**Signal wires on met3**

Scale bar: 20 um.
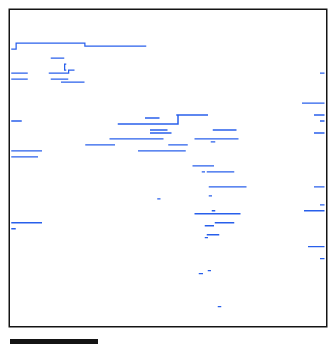
**Clock wires, drivers and flops**

Scale bar: 20 um.
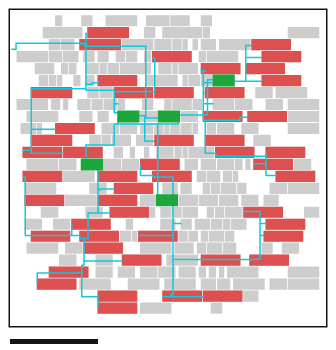
`src/rtl/board_pkg.sv`:
```
// Shared definitions for the board RAM reader: result codes, macro range,
// scanner FSM states and the tic-tac-toe line table over the nine macros.
package board_pkg;

  typedef enum logic [1:0] {
    ONGOING = 2'b00,
    P1      = 2'b01,
    P2      = 2'b10,
    DRAW    = 2'b11
  } result_e;

  localparam int MACRO_FIRST = 1;
  localparam int MACRO_LAST  = 9;
  localparam int NUM_MACROS  = MACRO_LAST - MACRO_FIRST + 1;
  localparam int NUM_LINES   = 8;

  typedef enum logic [1:0] {
    IDLE,
    SCAN,
    DRAIN,
    RESOLVE
  } scan_state_e;

  // Each triplet holds zero-based slot indices, i.e. macro k lives at slot k-1.
  localparam logic [3:0] LINE_TABLE [NUM_LINES][3] = '{
    '{4'd0, 4'd1, 4'd2},
    '{4'd3, 4'd4, 4'd5},
    '{4'd6, 4'd7, 4'd8},
    '{4'd0, 4'd3, 4'd6},
    '{4'd1, 4'd4, 4'd7},
    '{4'd2, 4'd5, 4'd8},
    '{4'd0, 4'd4, 4'd8},
    '{4'd2, 4'd4, 4'd6}
  };

endpackage

```
`src/rtl/board_line_check.sv`:
```
// Combinational three-in-a-row detector: flags whether any of the eight
// macro lines is fully covered by the given per-macro occupancy mask.
module board_line_check
  import board_pkg::*;
(
  input  logic [NUM_MACROS-1:0] mask_i,
  output logic                  line_hit
);

  always_comb begin
    line_hit = 1'b0;
    for (int i = 0; i < NUM_LINES; i++) begin
      line_hit = line_hit | (mask_i[LINE_TABLE[i][0]] &
                             mask_i[LINE_TABLE[i][1]] &
                             mask_i[LINE_TABLE[i][2]]);
    end
  end

endmodule

```
`src/rtl/board_scanner.sv`:
```
// Sweeps board RAM macros 1..9, packs the sampled results and resolves the
// meta-board outcome. Define BOARD_SCANNER_PLAYABLE_EN to add playable/any_playable.
module board_scanner
  import board_pkg::*;
#(
  parameter int STATE_W = 2,
  parameter int ADDR_W  = 4
) (
  input  logic                          clk,
  input  logic                          clear,
  input  logic                          start,
  input  logic [STATE_W-1:0]            state_in,
  output logic [ADDR_W-1:0]             addr_macro,
  output logic                          busy,
  output logic                          done,
  output logic [NUM_MACROS*STATE_W-1:0] macro_result,
  output logic [STATE_W-1:0]            game_state
`ifdef BOARD_SCANNER_PLAYABLE_EN
  , output logic [NUM_MACROS-1:0]       playable
  , output logic                        any_playable
`endif
);

  scan_state_e                   state_q;
  logic [ADDR_W-1:0]             addr_q;
  logic [ADDR_W-1:0]             capIdx_q;
  logic                          busy_q;
  logic                          done_q;
  logic [NUM_MACROS*STATE_W-1:0] shadow_q;
  logic [NUM_MACROS*STATE_W-1:0] macroResult_q;
  logic [STATE_W-1:0]            gameState_q;
  logic [STATE_W-1:0]            gameState_d;
  logic [NUM_MACROS-1:0]         p1Mask;
  logic [NUM_MACROS-1:0]         p2Mask;
  logic [NUM_MACROS-1:0]         filledMask;
  logic                          p1Line;
  logic                          p2Line;

  always_comb begin
    p1Mask     = '0;
    p2Mask     = '0;
    filledMask = '0;
    for (int k = 0; k < NUM_MACROS; k++) begin
      p1Mask[k]     = (shadow_q[k*STATE_W +: STATE_W] == STATE_W'(P1));
      p2Mask[k]     = (shadow_q[k*STATE_W +: STATE_W] == STATE_W'(P2));
      filledMask[k] = (shadow_q[k*STATE_W +: STATE_W] != STATE_W'(ONGOING));
    end
  end

  board_line_check u_p1_lines (
    .mask_i   (p1Mask),
    .line_hit (p1Line)
  );

  board_line_check u_p2_lines (
    .mask_i   (p2Mask),
    .line_hit (p2Line)
  );

  // Two simultaneous winners cannot arise in legal play, so it is reported as a draw.
  always_comb begin
    gameState_d = STATE_W'(ONGOING);
    if (p1Line && p2Line) begin
      gameState_d = STATE_W'(DRAW);
    end else if (p1Line) begin
      gameState_d = STATE_W'(P1);
    end else if (p2Line) begin
      gameState_d = STATE_W'(P2);
    end else if (&filledMask) begin
      gameState_d = STATE_W'(DRAW);
    end
  end

  // The RAM output lags its address by one edge, so capture trails issue by two.
  always_ff @(posedge clk or posedge clear) begin
    if (clear) begin
      state_q       <= IDLE;
      addr_q        <= '0;
      capIdx_q      <= '0;
      busy_q        <= 1'b0;
      done_q        <= 1'b0;
      shadow_q      <= '0;
      macroResult_q <= '0;
      gameState_q   <= STATE_W'(ONGOING);
    end else begin
      done_q <= 1'b0;
      case (state_q)
        IDLE: begin
          if (start) begin
            state_q  <= SCAN;
            addr_q   <= ADDR_W'(MACRO_FIRST);
            capIdx_q <= '0;
            busy_q   <= 1'b1;
          end
        end
        SCAN: begin
          capIdx_q <= addr_q;
          if (addr_q == ADDR_W'(MACRO_LAST)) begin
            state_q <= DRAIN;
          end else begin
            addr_q <= addr_q + 1'b1;
          end
        end
        DRAIN: begin
          if (capIdx_q == ADDR_W'(MACRO_LAST)) begin
            state_q <= RESOLVE;
          end
        end
        RESOLVE: begin
          macroResult_q <= shadow_q;
          gameState_q   <= gameState_d;
          done_q        <= 1'b1;
          busy_q        <= 1'b0;
          state_q       <= IDLE;
        end
        default: state_q <= IDLE;
      endcase

      if (state_q == SCAN || state_q == DRAIN) begin
        for (int k = 0; k < NUM_MACROS; k++) begin
          if (capIdx_q == ADDR_W'(k + MACRO_FIRST)) begin
            shadow_q[k*STATE_W +: STATE_W] <= state_in;
          end
        end
      end
    end
  end

  assign addr_macro   = addr_q;
  assign busy         = busy_q;
  assign done         = done_q;
  assign macro_result = macroResult_q;
  assign game_state   = gameState_q;

`ifdef BOARD_SCANNER_PLAYABLE_EN
  logic [NUM_MACROS-1:0] playable_q;
  logic                  anyPlayable_q;

  always_ff @(posedge clk or posedge clear) begin
    if (clear) begin
      playable_q    <= '1;
      anyPlayable_q <= 1'b1;
    end else if (state_q == RESOLVE) begin
      playable_q    <= ~filledMask;
      anyPlayable_q <= ~(&filledMask);
    end
  end

  assign playable     = playable_q;
  assign any_playable = anyPlayable_q;
`else
  // Without the playable outputs the filled mask only feeds the draw check.
`endif

endmodule

```
`config.mk`:
```
export PLATFORM = sky130hd
export DESIGN_NAME = board_scanner
export DESIGN_NICKNAME = d
export VERILOG_FILES = /design/src/rtl/board_pkg.sv /design/src/rtl/board_line_check.sv /design/src/rtl/board_scanner.sv
export SDC_FILE = /design/constraint.sdc
export NUM_CORES = 1
export LEC_CHECK = 0
export CORE_UTILIZATION = 49
export DETAILED_ROUTE_END_ITERATION = 10
export HOLD_SLACK_MARGIN = 0.1
export PLACE_DENSITY_LB_ADDON = 0.2
export SLEW_MARGIN = 20
export SYNTH_ARGS = -nofsm -noshare
export SYNTH_HDL_FRONTEND = slang
export SYNTH_SLANG_ARGS = --single-unit
```
`constraint.sdc`:
```
create_clock -name clk -period 1.6 [get_ports clk]
set_input_delay 0.24 -clock clk [delete_from_list [all_inputs] [get_ports clk]]
set_output_delay 0.24 -clock clk [all_outputs]
set_load 0.1 [all_outputs]
```
==> ci_impl_report.md <==
### Yosys + OpenROAD results

| Metric | Value |
|---|---|
| AO/OA Area Share | `0.09119` |
| Global-route wire length before repair | `~9000 um` |
| Slowest stage cell, crit path | `dfrtp_1` |
| FF-to-FF setup slack | `-20 ps` |
| Worst stage delay on the critical path | `around 370 ps` |
| Mapped Cells | `around 190` |
| Critical Path, Cell by Cell | `inv_2, ha_4, nand3b_4, or3_4, mux2_1` |
| Synth mux share | `0.1735` |
| # setup viols final | `3` |
| Total die size | `around 5200 um^2` |
| Final Critical Period | `approximately 1600 ps` |
| Final antenna diode count | `0` |
| Reg2reg end | `shadow_q[6]` |
| WL met3 | `roughly 220 um` |
| Worst setup margin | `-19.46 ps` |
| Post-DP Area | `about 3200 um^2` |
| DRT Wirelength | `roughly 5400 um` |
| Wire length per cell | `18.08 um` |
| Crit-path leading delay family | `simple AND/OR/NAND/NOR gates` |
| Logic share of the area | `0.3480` |
| R2r startpoint | `state_q[0]` |
| GRT Max-Usage Layer | `met2` |
| Final cell count without fillers | `about 300` |
| Post-synth seq share | `0.5241` |
| Failing checks | `negative setup slack` |
| Post-synth EDFFs | `0` |
| Worst slew margin | `0.7693` |
| Max H-tree Level | `2` |
| Status | `complete, but fails checks` |
| Dominant cell area share | `0.5241` |
| Final Hold Viols | `0` |
| CP Max Fanout | `4` |
| Reg clk slew, reported paths | `90 ps` |
| WP buf/inv | `1` |
| Min-delay worst type | `input port to asynchronous set/reset pin` |
| Yosys warns | `0` |
| Fraction of registers with async set/reset | `1.000` |
| Ys flop type | `dfrtp_1` |
| DRT met1 WL | `between 2000 and 2500 um` |
| Distinct lib cells | `34` |
| Num CTS Buffers | `5` |
| Cell Count Post-Placement | `~290` |
| XOR Share, Synth | `0` |
| Core Rows | `25` |
Back to the opening pictures, 'signal wires on met3':
nets with wire on the layer	40
wire length on this layer	224 um
met3 Use GR: 0.04079
via count: 1790

Back to the opening pictures, 'clock wires, drivers and flops':
[clock drivers] green | count: 5
[clock wires] cyan | length: 503 um
[flip-flops] red | count: 50
routed clock nets	6
flops lie	all over the die
Skew-Pair Late Insertion Delay: 300 ps
skew final: 4.701 ps

